**Cell placement**

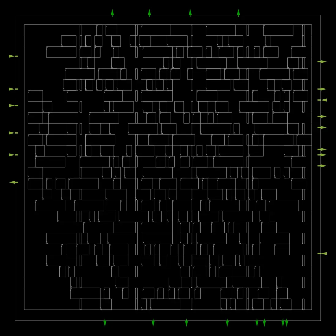
**M3 wires**

Scale bar: 20 um.
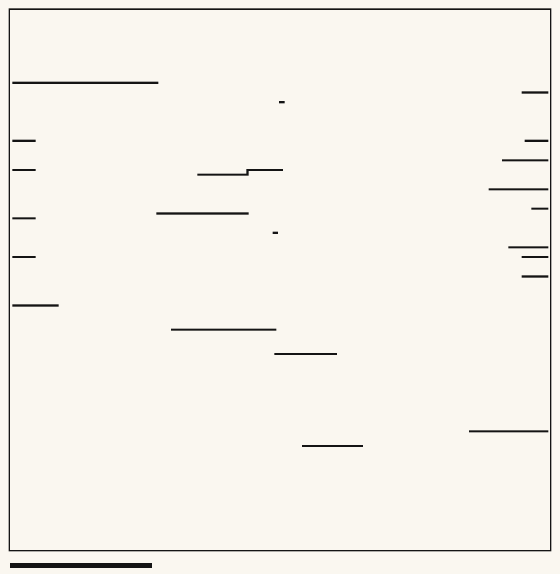
**Nets reached from selected ports**

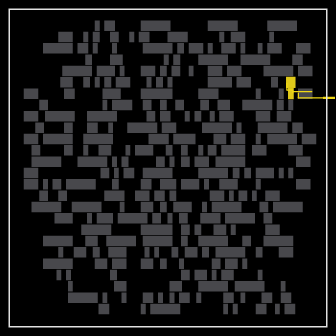
**Gate-type map**

Scale bar: 20 um.
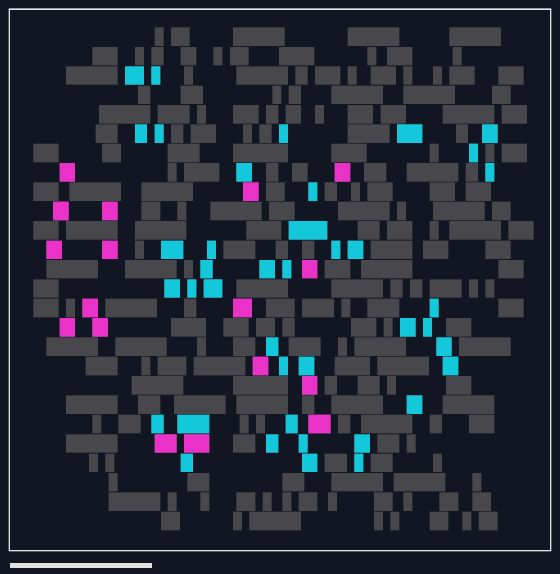
**Local utilization**

The die is cut into 8 by 8 equal tiles; black is low, pale yellow is high, 0 to 100% covered.
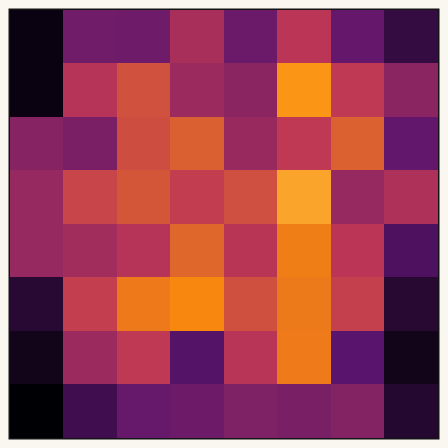
`src/rtl/keypad_reader_pkg.sv`:
```
// Shared IO definitions for the keypad input peripheral: IO address, FSM states,
// read-word bit positions and the row priority helper.
package keypad_reader_pkg;

    localparam logic [15:0] KEYPAD_IO_ADDR = 16'hFF02;
    localparam int          PENDING_BIT    = 15;
    localparam int          OVERRUN_BIT    = 14;

    typedef enum logic [1:0] {
        IDLE,
        PRESS_DEB,
        HELD,
        RELEASE_DEB
    } kp_state_t;

    // Index of the lowest active-low row; only meaningful when some row is low.
    function automatic logic [1:0] lowest_row(input logic [3:0] rows);
        logic [1:0] idx;
        idx = 2'd0;
        for (int r = 3; r >= 0; r--) begin
            if (!rows[r]) idx = 2'(r);
        end
        return idx;
    endfunction

endpackage

```
`src/rtl/keypad_scan.sv`:
```
// Column scanner: steps one active-low column per SCAN_DIV cycles, samples the
// synchronized rows at each slot end and reports the frame's first hit.
module keypad_scan
    import keypad_reader_pkg::*;
#(
    parameter int SCAN_DIV = 4096
) (
    input  logic       clk,
    input  logic       rst,
    input  logic [3:0] rows,
    output logic [3:0] col_out,
    output logic       frame_end,
    output logic       frame_hit,
    output logic [3:0] frame_code
);

    localparam int                SLOT_W    = $clog2(SCAN_DIV);
    localparam logic [SLOT_W-1:0] SLOT_LAST = SLOT_W'(SCAN_DIV - 1);

    logic [SLOT_W-1:0] slot;
    logic [1:0]        col;
    logic              hit_q;
    logic [3:0]        code_q;
    logic              slot_end;
    logic              row_low;
    logic [3:0]        sample_code;

    assign slot_end    = (slot == SLOT_LAST);
    assign row_low     = ~&rows;
    assign sample_code = {lowest_row(rows), col};
    assign frame_end   = slot_end && (col == 2'd3);
    assign col_out     = ~(4'b0001 << col);

    // The frame-end sample is folded in combinationally so column 3 counts in this frame.
    assign frame_hit  = hit_q || (slot_end && row_low);
    assign frame_code = hit_q ? code_q : sample_code;

    always_ff @(posedge clk) begin
        if (rst) begin
            slot   <= '0;
            col    <= 2'd0;
            hit_q  <= 1'b0;
            code_q <= 4'd0;
        end else begin
            slot <= slot_end ? '0 : slot + 1'b1;
            if (slot_end) begin
                col <= col + 2'd1;
                if (col == 2'd3) begin
                    hit_q <= 1'b0;
                end else if (row_low && !hit_q) begin
                    hit_q  <= 1'b1;
                    code_q <= sample_code;
                end
            end
        end
    end

endmodule

```
`src/rtl/keypad_reader.sv`:
```
// 4x4 matrix keypad reader: frame-level debounce FSM, latched key with
// pending/overrun flags, and the 16-bit CPU read word acknowledged by KeyCtrl.
//
// state       | meaning
// IDLE        | no key; waiting for a frame with a hit
// PRESS_DEB   | same code seen cnt frames in a row; accept at DEBOUNCE
// HELD        | key accepted; waiting for an empty frame
// RELEASE_DEB | empty for cnt frames; back to IDLE at DEBOUNCE
module keypad_reader
    import keypad_reader_pkg::*;
#(
    parameter int SCAN_DIV = 4096,
    parameter int DEBOUNCE = 4
) (
    input  logic        clk,
    input  logic        rst,
    input  logic        KeyCtrl,
    input  logic [3:0]  row_in,
    output logic [3:0]  col_out,
    output logic [15:0] read_data
);

    localparam int               CNT_W    = $clog2(DEBOUNCE + 1);
    localparam logic [CNT_W-1:0] CNT_DONE = CNT_W'(DEBOUNCE);
    localparam logic [CNT_W-1:0] CNT_ONE  = CNT_W'(1);

    logic [3:0]       row_meta;
    logic [3:0]       row_sync;
    kp_state_t        state;
    kp_state_t        state_nx;
    logic [CNT_W-1:0] cnt;
    logic [CNT_W-1:0] cnt_nx;
    logic [CNT_W-1:0] cnt_inc;
    logic [3:0]       cand;
    logic [3:0]       cand_nx;
    logic [3:0]       key;
    logic             pending;
    logic             overrun;
    logic             accept;
    logic             frame_end;
    logic             frame_hit;
    logic [3:0]       frame_code;

    always_ff @(posedge clk) begin
        if (rst) begin
            row_meta <= 4'hF;
            row_sync <= 4'hF;
        end else begin
            row_meta <= row_in;
            row_sync <= row_meta;
        end
    end

    keypad_scan #(
        .SCAN_DIV(SCAN_DIV)
    ) u_scan (
        .clk       (clk),
        .rst       (rst),
        .rows      (row_sync),
        .col_out   (col_out),
        .frame_end (frame_end),
        .frame_hit (frame_hit),
        .frame_code(frame_code)
    );

    assign cnt_inc = (cnt == CNT_DONE) ? cnt : cnt + 1'b1;

    always_comb begin
        state_nx = state;
        cnt_nx   = cnt;
        cand_nx  = cand;
        accept   = 1'b0;
        if (frame_end) begin
            case (state)
                IDLE: begin
                    if (frame_hit) begin
                        cand_nx  = frame_code;
                        cnt_nx   = CNT_ONE;
                        state_nx = PRESS_DEB;
                    end
                end
                PRESS_DEB: begin
                    // A different code aborts; it is picked up fresh from IDLE next frame.
                    if (frame_hit && frame_code == cand) begin
                        cnt_nx = cnt_inc;
                        if (cnt_inc == CNT_DONE) begin
                            accept   = 1'b1;
                            state_nx = HELD;
                        end
                    end else begin
                        state_nx = IDLE;
                    end
                end
                HELD: begin
                    if (!frame_hit) begin
                        cnt_nx   = CNT_ONE;
                        state_nx = RELEASE_DEB;
                    end
                end
                RELEASE_DEB: begin
                    if (frame_hit) begin
                        state_nx = HELD;
                    end else begin
                        cnt_nx = cnt_inc;
                        if (cnt_inc == CNT_DONE) state_nx = IDLE;
                    end
                end
                default: state_nx = IDLE;
            endcase
        end
    end

    always_ff @(posedge clk) begin
        if (rst) begin
            state   <= IDLE;
            cnt     <= '0;
            cand    <= 4'd0;
            key     <= 4'd0;
            pending <= 1'b0;
            overrun <= 1'b0;
        end else begin
            state <= state_nx;
            cnt   <= cnt_nx;
            cand  <= cand_nx;
            if (accept) begin
                // A read on the accepting cycle consumed the old key, so no overrun.
                key     <= cand;
                pending <= 1'b1;
                overrun <= KeyCtrl ? 1'b0 : (overrun | pending);
            end else if (KeyCtrl) begin
                pending <= 1'b0;
                overrun <= 1'b0;
            end
        end
    end

    always_comb begin
        read_data              = '0;
        read_data[PENDING_BIT] = pending;
        read_data[OVERRUN_BIT] = overrun;
        read_data[3:0]         = key;
    end

endmodule

```
`config.mk`:
```
export PLATFORM = sky130hd
export DESIGN_NAME = keypad_reader
export DESIGN_NICKNAME = d
export VERILOG_FILES = /design/src/rtl/keypad_reader_pkg.sv /design/src/rtl/keypad_scan.sv /design/src/rtl/keypad_reader.sv
export SDC_FILE = /design/constraint.sdc
export NUM_CORES = 1
export LEC_CHECK = 0
export ABC_AREA = 0
export CELL_PAD_IN_SITES_DETAIL_PLACEMENT = 1
export CELL_PAD_IN_SITES_GLOBAL_PLACEMENT = 1
export CORE_MARGIN = 2
export CORE_UTILIZATION = 40
export CTS_CLUSTER_SIZE = 28
export DETAILED_ROUTE_END_ITERATION = 8
export GPL_TIMING_DRIVEN = 0
export PLACE_DENSITY = 0.73
export SLEW_MARGIN = 25
export SYNTH_ARGS = -nofsm -noshare
export SYNTH_HDL_FRONTEND = slang
export SYNTH_HIERARCHICAL = 1
export SYNTH_SLANG_ARGS = --single-unit
```
`constraint.sdc`:
```
create_clock -name clk -period 3.63 [get_ports clk]
set_clock_uncertainty 0.2 [all_clocks]
set_input_delay 0.726 -clock clk [delete_from_list [all_inputs] [get_ports clk]]
set_output_delay 0.726 -clock clk [all_outputs]
set_load 0.005 [all_outputs]
```
==> impl_metrics.json <==
{
  "status": "finished clean",
  "ys_sh_xor_pct": 6.67,
  "path_max_fanout": 6,
  "crit_family": "AND-OR/OR-AND gates",
  "place.gp.congestion": 0.720,
  "critPathMaxStageDelay_ns": 0.43,
  "clock_buffers": 7,
  "layout_top_cells": "dfxtp_1, nor2_1, clkdlybuf4s50_1",
  "rsz0062_at_grt": "false",
  "crit_path_start_kind": "flip-flop",
  "placed_cells": 318,
  "yosys-stat-area_um2": 2060,
  "flop_cell": "dfxtp_1",
  "sh_seq_area_pct": 34.5,
  "numCtsBuffers": 5,
  "grt_max_degree": 15,
  "aoi_share_pct": 8.06,
  "hpwl_um": 2980,
  "p_total_mw": 0.833,
  "syn_area_per_cell_um2": 9.26,
  "route.met2.wl_um": 1900,
  "globalRouteOverflowTotal": 0,
  "ys_sh_simple_pct": 25.3,
  "dp_slack_ns": 0.804,
  "period_used_pct": 78.8,
  "drive_above_1_share_pct": 18.4,
  "buffers": 34,
  "die_y_um": 75.8,
  "synthAdderAreaFrac_pct": 4.24,
  "inverters": 12,
  "top_area_share_pct": 40.7,
  "whs_endpoint": "row_sync[1]$_SDFF_PP1_"
}
Notes on 'cell placement' above:
Fillers: 596
Finished Layout Cells: 326
inserted tap cell count: 70

Notes on 'M3 wires' above:
longest straight run	20.2 um
share of all routed wire	3.5%
wire length on this layer	141 um
nets with wire on the layer	17
via count: 1527
Total Wirelength: 3990 um
met3 usage: 3.57%

Notes on 'nets reached from selected ports' above:
port	colour	bits	direction	edge	end cells	buffers	wire
KeyCtrl	yellow	1	input	east	2	1	15.8 um
I/O Buffers: 16
Top Ports: 27

Notes on 'gate-type map' above:
family	colour	cells	most used
nand cells	cyan	40	nand2_1
and/or cells	magenta	17	or2_2
combinational share of cell area: 44.4%
most frequent logic cell in the layout: dfxtp_1

Notes on 'local utilization' above:
mean over tiles	41%
emptiest ninth of the die	south-west
nearly empty tiles	1.6%
Core Util, Final: 48.3%
CORE AREA: 5040 um^2
fp util: 40.9%

